`config.mk`:
```
export PLATFORM = sky130hd
export DESIGN_NAME = dca_mru_block_mover
export DESIGN_NICKNAME = d
export VERILOG_FILES = /design/src/rtl/dca_mru_block_mover.sv
export SDC_FILE = /design/constraint.sdc
export NUM_CORES = 2
export LEC_CHECK = 0
export CAP_MARGIN = 0
export CORE_ASPECT_RATIO = 0.5
export CORE_MARGIN = 5
export CORE_UTILIZATION = 65
export DETAILED_ROUTE_END_ITERATION = 8
export DONT_BUFFER_PORTS = 1
export PLACE_DENSITY_LB_ADDON = 0.3
export SLEW_MARGIN = 20
export SYNTH_ARGS = -nofsm -noshare
export SYNTH_HDL_FRONTEND = slang
export SYNTH_SLANG_ARGS = --single-unit
```
`constraint.sdc`:
```
create_clock -name clk -period 42 [get_ports clk]
set_clock_uncertainty 0.1 [all_clocks]
set_input_delay 4.2 -clock clk [delete_from_list [all_inputs] [get_ports clk]]
set_output_delay 4.2 -clock clk [all_outputs]
set_load 0.05 [all_outputs]
```
`src/rtl/dca_mru_block_mover.sv`:
```
// Block mover for the MRU execution path: loads an N x N block from LSU0 (or zero-fills it),
// then streams it out row by row, optionally transposed.
//
// state | meaning
// IDLE  | waiting for a step instruction; step_ready high
// LOAD  | accepting N load rows from LSU0 into the block buffer
// STORE | emitting N store rows from the buffer, transposed when tr is latched
module dca_mru_block_mover #(
    parameter int MATRIX_SIZE   = 8,
    parameter int BW_DATA       = 32,
    parameter int BW_OPCODE     = 8,
    parameter int IDX_TRANSPOSE = 0,
    parameter int IDX_LSU0_REQ  = 1
) (
    input  logic                           clk,
    input  logic                           rst,
    input  logic                           step_valid,
    output logic                           step_ready,
    input  logic [BW_OPCODE:0]             step_inst,
    input  logic                           ld_valid,
    output logic                           ld_ready,
    input  logic [MATRIX_SIZE*BW_DATA-1:0] ld_row,
    output logic                           ld_done,
    output logic                           st_valid,
    input  logic                           st_ready,
    output logic [MATRIX_SIZE*BW_DATA-1:0] st_row,
    output logic                           last_done,
    output logic                           busy
);
    localparam int N  = MATRIX_SIZE;
    localparam int RW = (N > 1) ? $clog2(N) : 1;
    localparam logic [RW-1:0] RCNT_LAST = RW'(N - 1);

    typedef enum logic [1:0] {IDLE, LOAD, STORE} state_t;

    state_t             state_q, state_d;
    logic [RW-1:0]      rcnt_q, rcnt_d;
    logic               tr_q, lq_q, last_q;
    logic               ld_done_d, last_done_d;
    logic [BW_DATA-1:0] blk_buf [N][N];

    always_comb begin
        state_d     = state_q;
        rcnt_d      = rcnt_q;
        ld_done_d   = 1'b0;
        last_done_d = 1'b0;
        step_ready  = 1'b0;
        ld_ready    = 1'b0;
        st_valid    = 1'b0;
        case (state_q)
            IDLE: begin
                step_ready = 1'b1;
                if (step_valid) begin
                    rcnt_d  = '0;
                    state_d = step_inst[IDX_LSU0_REQ] ? LOAD : STORE;
                end
            end
            LOAD: begin
                ld_ready = 1'b1;
                if (ld_valid) begin
                    rcnt_d = rcnt_q + RW'(1);
                    if (rcnt_q == RCNT_LAST) begin
                        rcnt_d    = '0;
                        state_d   = STORE;
                        ld_done_d = 1'b1;
                    end
                end
            end
            STORE: begin
                st_valid = 1'b1;
                if (st_ready) begin
                    rcnt_d = rcnt_q + RW'(1);
                    if (rcnt_q == RCNT_LAST) begin
                        rcnt_d      = '0;
                        state_d     = IDLE;
                        last_done_d = last_q;
                    end
                end
            end
            default: state_d = IDLE;
        endcase
    end

    assign busy = (state_q != IDLE);

    always_ff @(posedge clk) begin
        if (rst) begin
            state_q   <= IDLE;
            rcnt_q    <= '0;
            tr_q      <= 1'b0;
            lq_q      <= 1'b0;
            last_q    <= 1'b0;
            ld_done   <= 1'b0;
            last_done <= 1'b0;
        end else begin
            state_q   <= state_d;
            rcnt_q    <= rcnt_d;
            ld_done   <= ld_done_d;
            last_done <= last_done_d;
            if (step_valid && step_ready) begin
                tr_q   <= step_inst[IDX_TRANSPOSE];
                lq_q   <= step_inst[IDX_LSU0_REQ];
                last_q <= step_inst[BW_OPCODE];
            end
        end
    end

    // Buffer has no reset: every element is rewritten (load or zero-fill) before it is read.
    always_ff @(posedge clk) begin
        if (step_valid && step_ready && !step_inst[IDX_LSU0_REQ]) begin
            for (int r = 0; r < N; r++) begin
                for (int c = 0; c < N; c++) begin
                    blk_buf[r][c] <= '0;
                end
            end
        end else if (ld_valid && ld_ready) begin
            for (int c = 0; c < N; c++) begin
                blk_buf[rcnt_q][c] <= ld_row[c*BW_DATA +: BW_DATA];
            end
        end
    end

    always_comb begin
        st_row = '0;
        for (int c = 0; c < N; c++) begin
            st_row[c*BW_DATA +: BW_DATA] = tr_q ? blk_buf[c][rcnt_q] : blk_buf[rcnt_q][c];
        end
    end

endmodule

```
==> job_summary.md <==
### Flow metrics

| Metric | Value |
|---|---|
| Cells after synthesis | `7898` |
| Hold Fails Final Rpt | `0` |
| Pwr Density | `60.37 nW/um^2` |
| R2R Path End | `blk_buf[5][126]$_SDFFCE_PN0P_` |
| Top Family by Delay on Critical Path | `buffers and inverters` |
| Hold endpoint | `last_done$_SDFF_PP0_` |
| Initial Utilization | `65.74%` |
| Port Buffer Count | `0` |
| Global-route wire length before repair | `562.7 mm` |
| Chip height | `298.6 um` |
| Die area | `175400 um^2` |
| Slew Limit Fails | `0` |
| R2R Path Start | `rcnt_q[0]$_SDFFE_PP0N_` |
| Synthesized flop and latch total | `2060` |
| Placed cell count | `9541` |
| Top power group | `registers` |
| Clock sink total | `2060` |
| Post-Layout Cell Count | `9883` |
| Initial antenna violation count | `14` |
| Yosys warnings | `0` |
| Outcome | `complete, no violations` |
| Top cells by count | `2048 x edfxtp_1, 1285 x and3_1, 826 x and2_1` |
| Postcts setup bufs | `0` |
| Max Clock Freq | `0.09795 GHz` |
| Clock distribution power | `1.72 mW` |
| Worst Path Max Fanout | `49` |
| Worst path max stage delay | `0.86 ns` |
| Comb pwr | `2.55 mW` |
| Critical Setup Path Class | `flip-flop to output pin` |
| Dominant flop cell | `edfxtp_1` |
| Count leader, synth | `edfxtp_1` |
| Vias in the first global route | `78088` |
| Bufs and invs on worst path | `3` |
| Clock share of power | `24.5%` |
| Final critical-path share of the clock period | `24.31%` |
| Total CTS buffers | `185` |
| Top post-synthesis cells by area | `edfxtp_1 57%, mux4_2 11%, and3_1 7.4%` |
| Clk latency late pin | `0.84 ns` |
cells in the final DEF, fill, tap and decap left out, drive strengths merged, types with 19 or more instances in the layout:
master | netlist | final
a21o | 99 | 99
a21oi | 272 | 272
a221o | 77 | 77
a221oi | 150 | 150
a22o | 35 | 35
a22oi | 95 | 95
a31oi | 123 | 123
and2 | 826 | 826
and3 | 1286 | 1286
buf | 329 | 299
clkbuf | 520 | 226
clkinv | 1 | 75
edfxtp | 2048 | 2048
inv | 43 | 47
mux2 | 135 | 135
mux2i | 429 | 429
mux4 | 549 | 549
nand2 | 147 | 147
nand2b | 19 | 19
nor2 | 97 | 97
o21ai | 155 | 155
o221ai | 38 | 38
o22a | 25 | 25
o22ai | 267 | 267
o2bb2ai | 20 | 20
state kept, by name, indices dropped and copies added, names as in the netlist, named ones only:
register and count:
ld_done 1, rcnt_q 3, tr_q 1, last_q 1, last_done 1, blk_buf 2048, state_q 2
per-stage QoR:
stage	area (um^2)	hold WS [ns]	util (%)
2_1_floorplan	108300	0.3251	-
3_3_place_gp	110200	0.3485	66.89
3_5_place_dp	110200	0.3533	66.90
4_1_cts	116000	0.3646	70.41
5_1_grt	116100	0.3968	70.45
6_report	116100	0.3570	70.47
area by class of cell:
| cell class | instances | area (um^2) |
|---|---|---|
| inverter | 44 | 175.2 |
| fill | 10806 | 48650 |
| sequential | 2060 | 61770 |
| multi-input combinational | 4945 | 43070 |
| antenna | 16 | 40.04 |
| clock buffer | 226 | 4898 |
| tap | 2193 | 2744 |
| clock inverter | 100 | 874.6 |
| timing repair buffer | 299 | 2527 |
layer usage:
metal  track usage [%]  share of wire, %
met5                 0            0.0033
met4             36.70                11
met3             14.72                16
met2             65.47                44
met1             53.34                29
Routing congestion:
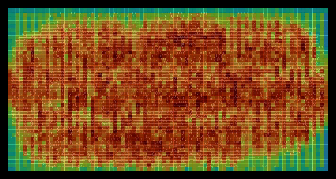
met3 usage: 14.72%
met1 Use GR: 53.34%
met2 Usage GRT: 65.47%
Layout Utilization: 70.47%
DR WL/cell: 40.22 um

Placed cells, one colour a class:
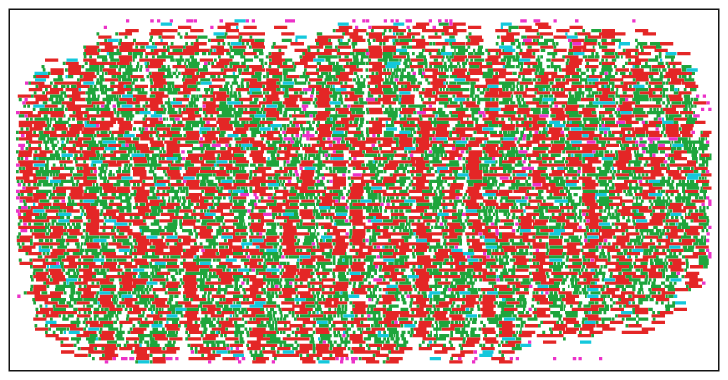
| colour | class | cells | share of their area |
|---|---|---|---|
| cyan | clock drivers and dummy loads | 326 | 5.1% |
| green | all other logic | 4989 | 38% |
| red | flip-flops | 2060 | 55% |
| magenta | other buffers and delay cells | 299 | 2.2% |
core region area: 164700 um^2
flop share of the area: 53.20%
fin area: 116100 um^2
Std-Cell Rows: 105

Signal wires by layer:
Bar = 200 um.
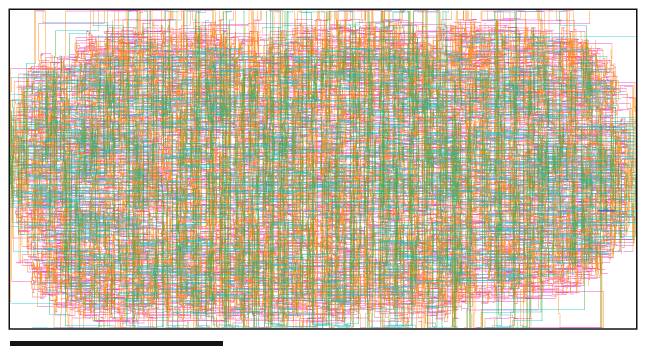
| colour | layer | wire length |
|---|---|---|
| magenta | met1 | 117 mm |
| green | met4 | 42.4 mm |
| blue | met5 | 13.8 um |
| cyan | met3 | 64.8 mm |
| orange | met2 | 173 mm |
gr usage total: 44.33%
DR vias: 78761
detailed-route wire length: 397.5 mm

No activity file was given, so power comes from the tool's default toggle rates.
